`src/rtl/i2c_seq_pkg.sv`:
```
// Shared types and constants for the I2C command sequencer and its command FIFO.
package i2c_seq_pkg;

    localparam int unsigned ADDR_W = 7;
    localparam int unsigned DATA_W = 16;

    localparam logic [DATA_W-1:0] TIMEOUT_CODE = 16'hDEAD;

    typedef enum logic [2:0] {
        ST_IDLE      = 3'd0,
        ST_ISSUE     = 3'd1,
        ST_WAIT_BUSY = 3'd2,
        ST_WAIT_DONE = 3'd3,
        ST_RESP      = 3'd4
    } seq_state_e;

    // 25-bit FIFO entry, MSB first: {rw, two_bytes, addr, data}
    typedef struct packed {
        logic              rw;
        logic              two_bytes;
        logic [ADDR_W-1:0] addr;
        logic [DATA_W-1:0] data;
    } cmd_entry_t;

    // Writes answer zero; single-byte reads only return the low byte.
    function automatic logic [DATA_W-1:0] rsp_word(input logic              rw,
                                                   input logic              two_bytes,
                                                   input logic [DATA_W-1:0] rd);
        if (!rw) begin
            return '0;
        end
        return two_bytes ? rd : {8'h00, rd[7:0]};
    endfunction

endpackage

```
`src/rtl/i2c_cmd_fifo.sv`:
```
// Single-clock command FIFO with asynchronous reset; DEPTH must be a power of two.
module i2c_cmd_fifo
    import i2c_seq_pkg::*;
#(
    parameter int unsigned DEPTH = 4
) (
    input  logic       clk,
    input  logic       rst,
    input  logic       push,
    input  logic       pop,
    input  cmd_entry_t din,
    output cmd_entry_t dout,
    output logic       full,
    output logic       empty
);

    localparam int unsigned PTR_W = $clog2(DEPTH);
    localparam int unsigned CNT_W = PTR_W + 1;

    cmd_entry_t       mem_q [DEPTH];
    logic [PTR_W-1:0] wr_ptr_q;
    logic [PTR_W-1:0] rd_ptr_q;
    logic [CNT_W-1:0] count_q;
    logic             do_push;
    logic             do_pop;

    assign full    = (count_q == CNT_W'(DEPTH));
    assign empty   = (count_q == '0);
    assign do_push = push && !full;
    assign do_pop  = pop && !empty;
    assign dout    = mem_q[rd_ptr_q];

    // Pointers wrap naturally because DEPTH is a power of two.
    always_ff @(posedge clk or posedge rst) begin
        if (rst) begin
            wr_ptr_q <= '0;
            rd_ptr_q <= '0;
            count_q  <= '0;
        end else begin
            if (do_push) begin
                wr_ptr_q <= wr_ptr_q + PTR_W'(1);
            end
            if (do_pop) begin
                rd_ptr_q <= rd_ptr_q + PTR_W'(1);
            end
            case ({do_push, do_pop})
                2'b10:   count_q <= count_q + CNT_W'(1);
                2'b01:   count_q <= count_q - CNT_W'(1);
                default: count_q <= count_q;
            endcase
        end
    end

    always_ff @(posedge clk) begin
        if (do_push) begin
            mem_q[wr_ptr_q] <= din;
        end
    end

endmodule

```
`src/rtl/i2c_cmd_sequencer.sv`:
```
// Feeds queued commands to the i2c master one at a time and returns one response each.
// Optional WAIT_DONE watchdog enabled by I2C_SEQ_TIMEOUT_EN (adds rsp_timeout output).
module i2c_cmd_sequencer
    import i2c_seq_pkg::*;
#(
    parameter int unsigned FIFO_DEPTH     = 4,
    parameter int unsigned BUSY_WAIT      = 2
`ifdef I2C_SEQ_TIMEOUT_EN
    ,
    parameter int unsigned TIMEOUT_CYCLES = 1023
`endif
) (
    input  logic              clk,
    input  logic              rst,
    input  logic              cmd_valid,
    output logic              cmd_ready,
    input  logic              cmd_rw,
    input  logic              cmd_two_bytes,
    input  logic [ADDR_W-1:0] cmd_addr,
    input  logic [DATA_W-1:0] cmd_data,
    output logic              rsp_valid,
    output logic [DATA_W-1:0] rsp_data,
    output logic              rsp_rw,
    output logic              busy,
    output logic              m_start,
    output logic              m_rw,
    output logic              m_two_bytes,
    output logic [ADDR_W-1:0] m_addr,
    output logic [DATA_W-1:0] m_data,
    input  logic              m_ready,
    input  logic [DATA_W-1:0] m_read_data
`ifdef I2C_SEQ_TIMEOUT_EN
    ,
    output logic              rsp_timeout
`endif
);

    localparam int unsigned BW_W = $clog2(BUSY_WAIT + 1);

    seq_state_e        state_q;
    logic [BW_W-1:0]   bw_cnt_q;
    logic [DATA_W-1:0] rd_data_q;

    cmd_entry_t fifo_din;
    cmd_entry_t fifo_head;
    logic       fifo_push;
    logic       fifo_pop;
    logic       fifo_full;
    logic       fifo_empty;

`ifdef I2C_SEQ_TIMEOUT_EN
    localparam int unsigned TO_W = $clog2(TIMEOUT_CYCLES + 1);

    logic [TO_W-1:0] to_cnt_q;
    logic            timed_out_q;
`endif

    assign fifo_din  = '{rw: cmd_rw, two_bytes: cmd_two_bytes, addr: cmd_addr, data: cmd_data};
    assign cmd_ready = !fifo_full;
    assign fifo_push = cmd_valid && !fifo_full;
    assign fifo_pop  = (state_q == ST_IDLE) && !fifo_empty && m_ready;

    i2c_cmd_fifo #(
        .DEPTH (FIFO_DEPTH)
    ) u_fifo (
        .clk   (clk),
        .rst   (rst),
        .push  (fifo_push),
        .pop   (fifo_pop),
        .din   (fifo_din),
        .dout  (fifo_head),
        .full  (fifo_full),
        .empty (fifo_empty)
    );

    // Outputs are registered views of the state: m_start/rsp_valid trail ISSUE/RESP by one edge.
    always_ff @(posedge clk or posedge rst) begin
        if (rst) begin
            state_q     <= ST_IDLE;
            bw_cnt_q    <= '0;
            rd_data_q   <= '0;
            m_start     <= 1'b0;
            m_rw        <= 1'b0;
            m_two_bytes <= 1'b0;
            m_addr      <= '0;
            m_data      <= '0;
            rsp_valid   <= 1'b0;
            rsp_data    <= '0;
            rsp_rw      <= 1'b0;
            busy        <= 1'b0;
`ifdef I2C_SEQ_TIMEOUT_EN
            to_cnt_q    <= '0;
            timed_out_q <= 1'b0;
            rsp_timeout <= 1'b0;
`endif
        end else begin
            m_start   <= 1'b0;
            rsp_valid <= 1'b0;
            busy      <= (state_q != ST_IDLE) || !fifo_empty || fifo_push;
`ifdef I2C_SEQ_TIMEOUT_EN
            rsp_timeout <= 1'b0;
`endif
            case (state_q)
                ST_IDLE: begin
                    if (fifo_pop) begin
                        m_rw        <= fifo_head.rw;
                        m_two_bytes <= fifo_head.two_bytes;
                        m_addr      <= fifo_head.addr;
                        m_data      <= fifo_head.data;
                        state_q     <= ST_ISSUE;
                    end
                end
                ST_ISSUE: begin
                    m_start  <= 1'b1;
                    bw_cnt_q <= '0;
`ifdef I2C_SEQ_TIMEOUT_EN
                    to_cnt_q    <= '0;
                    timed_out_q <= 1'b0;
`endif
                    state_q  <= ST_WAIT_BUSY;
                end
                // A master that never drops ready is treated as having finished instantly.
                ST_WAIT_BUSY: begin
                    if (!m_ready) begin
                        state_q <= ST_WAIT_DONE;
                    end else if (bw_cnt_q == BW_W'(BUSY_WAIT)) begin
                        rd_data_q <= m_read_data;
                        state_q   <= ST_RESP;
                    end else begin
                        bw_cnt_q <= bw_cnt_q + BW_W'(1);
                    end
                end
                ST_WAIT_DONE: begin
                    if (m_ready) begin
                        rd_data_q <= m_read_data;
                        state_q   <= ST_RESP;
                    end
`ifdef I2C_SEQ_TIMEOUT_EN
                    else if (to_cnt_q == TO_W'(TIMEOUT_CYCLES - 1)) begin
                        timed_out_q <= 1'b1;
                        state_q     <= ST_RESP;
                    end else begin
                        to_cnt_q <= to_cnt_q + TO_W'(1);
                    end
`endif
                end
                ST_RESP: begin
                    rsp_valid <= 1'b1;
                    rsp_rw    <= m_rw;
                    rsp_data  <= rsp_word(m_rw, m_two_bytes, rd_data_q);
`ifdef I2C_SEQ_TIMEOUT_EN
                    rsp_timeout <= timed_out_q;
                    if (timed_out_q) begin
                        rsp_data <= TIMEOUT_CODE;
                    end
`endif
                    state_q   <= ST_IDLE;
                end
                default: state_q <= ST_IDLE;
            endcase
        end
    end

endmodule

```
`config.mk`:
```
export PLATFORM = sky130hd
export DESIGN_NAME = i2c_cmd_sequencer
export DESIGN_NICKNAME = d
export VERILOG_FILES = /design/src/rtl/i2c_seq_pkg.sv /design/src/rtl/i2c_cmd_fifo.sv /design/src/rtl/i2c_cmd_sequencer.sv
export SDC_FILE = /design/constraint.sdc
export NUM_CORES = 1
export LEC_CHECK = 0
export CAP_MARGIN = 0
export CORE_UTILIZATION = 50
export CTS_CLUSTER_SIZE = 30
export DETAILED_ROUTE_END_ITERATION = 8
export GPL_TIMING_DRIVEN = 0
export HOLD_SLACK_MARGIN = 0.08
export MAX_ROUTING_LAYER = met4
export PLACE_DENSITY = 0.74
export SYNTH_ARGS = -nofsm -noshare
export SYNTH_HDL_FRONTEND = slang
export SYNTH_SLANG_ARGS = --single-unit
```
`constraint.sdc`:
```
create_clock -name clk -period 3.89 [get_ports clk]
set_input_delay 1.167 -clock clk [delete_from_list [all_inputs] [get_ports clk]]
set_output_delay 1.167 -clock clk [all_outputs]
set_load 0.02 [all_outputs]
```
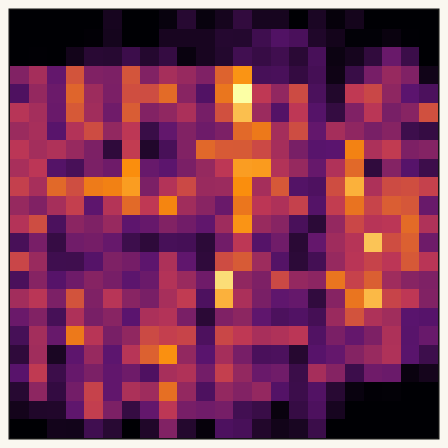
**Above:** wire density map.
The die is cut into 23 by 23 equal tiles; black is low, pale yellow is high, scaled to the fullest tile. Values are wire area over tile area, all layers added.
tiles over half the peak: 18%
fullest tile: 0.41
nearly empty tiles: 8.9%
mean over tiles: 0.13

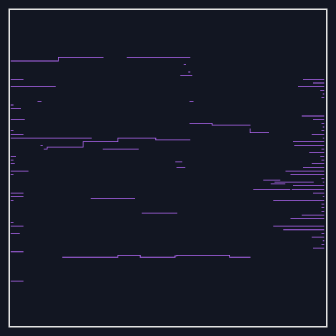
**Above:** M3 wires.
longest straight run: 29.7 um
main direction: horizontal
share of all routed wire: 5.5%

==> flow_metrics.env <==
# flow metrics
export IMPL_outcome="complete, no violations"
export IMPL_combGateArea_um2=1640
export IMPL_chipArea_um2=13700
export IMPL_die_h_um=117
export IMPL_vias_per_cell=5.19
export IMPL_most_common_cell="edfxtp_1"
export IMPL_die_x_um=117
export IMPL_r2r_cells=9
export IMPL_top_logic_kind="multiplexers"
export IMPL_power_group_top="sequential cells"
export IMPL_synth_area_per_cell_um2=18.6
export IMPL_crit_fanout=6
export IMPL_regMostFlops="u_fifo.mem_q"
export IMPL_xor_share_pct=0.792
export IMPL_rsz0062_at_grt="no"
export IMPL_critPathTopFamily="buffers and inverters"
export IMPL_grtUsageMet2_pct=31.8
export IMPL_clock_buffers=24
export IMPL_fp_util_pct=51.9
export IMPL_clock_sinks=173
export IMPL_clock_latency_late_pin_ns=0.42
export IMPL_hold_violations=0
export IMPL_final_nets=521
export IMPL_ys_cells=356
export IMPL_p_seq_share_pct=41.0
export IMPL_grt_overflow_total=0
export IMPL_final_cell_mix="100 x edfxtp_1, 90 x clkdlybuf4s50_1, 73 x dfrtp_1"
export IMPL_fp_nets=408
export IMPL_fin_area_um2=8490
export IMPL_holdWs_ns=0.474
export IMPL_top_area_cell="edfxtp_1"
export IMPL_ys_seq_share_pct=72.8
export IMPL_powerComb_mw=2.26
export IMPL_flops=173
export IMPL_r2r_slack_ns=1.49
export IMPL_dp_cells=619
export IMPL_r2r_end="u_fifo.count_q[2]"
export IMPL_crit_chain="or3b_1 > clkdlybuf4s50_1"
export IMPL_place_hpwl_mm=7.27
export IMPL_drc=0
export IMPL_taps=172
export IMPL_ant_nets=0
export IMPL_layout_nonclk_buf_share_pct=13.3
export IMPL_drtIter0Drc=202
export IMPL_maxCapViolCount=0
export IMPL_post_drt_wl_per_cell_um=17.7
export IMPL_ir_drop_mv=0.462
export IMPL_power_density_nw_per_um2=806
export IMPL_dr_wl_met2_mm=5.86
export IMPL_clkSlewWorstSetupHoldPaths_ns=0.06
export IMPL_slowest_stage="clkdlybuf4s50_1"
export IMPL_top_cell_area_share_pct=45.3
export IMPL_holdBufCountCts=0
export IMPL_startpoint="u_fifo.count_q[1]"
export IMPL_holdPathEnd="rsp_data[10]"
export IMPL_power_mw=6.84
export IMPL_crit_type="flop to primary output"
export IMPL_tool_warnings=29
export IMPL_h_tree_depth=4
export IMPL_reg2reg_from="u_fifo.count_q[1]"
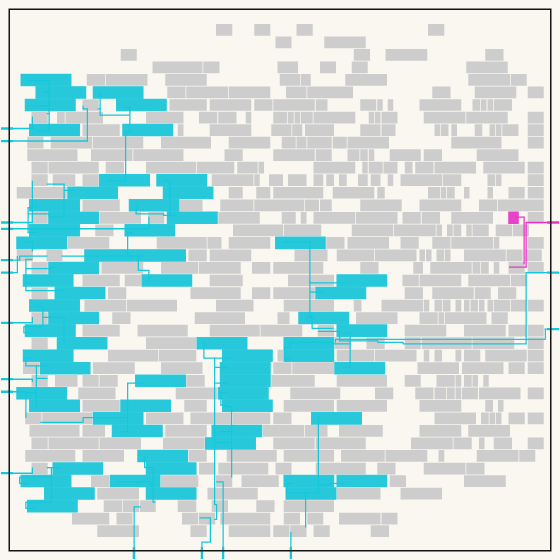
**Above:** nets reached from selected ports.
legend:
  magenta:
    port: rst
    bits: 1
    direction: input
    edge: right
    end_cells: 1
    buffers: 1
    wire: 29.8 um
  cyan:
    port: cmd_data
    bits: 16
    direction: input
    edge: 10 left, 4 bottom, 2 right
    end_cells: 64
    buffers: 16
    wire: 764 um
number of I/O port buffers: 90
IO Pins: 91

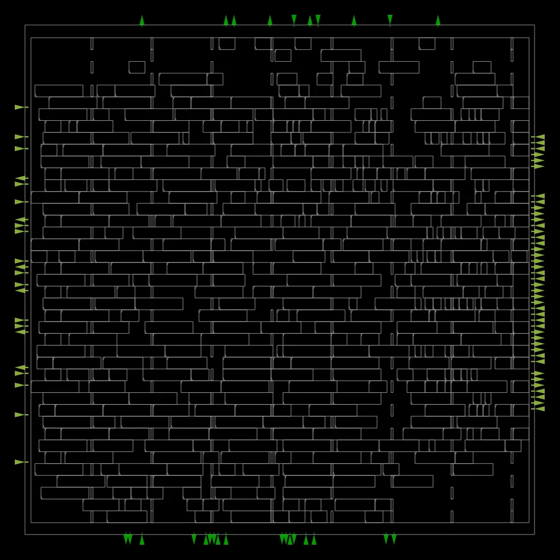
**Above:** placed standard cells.
final core occ: 66.5%
# fillers: 870

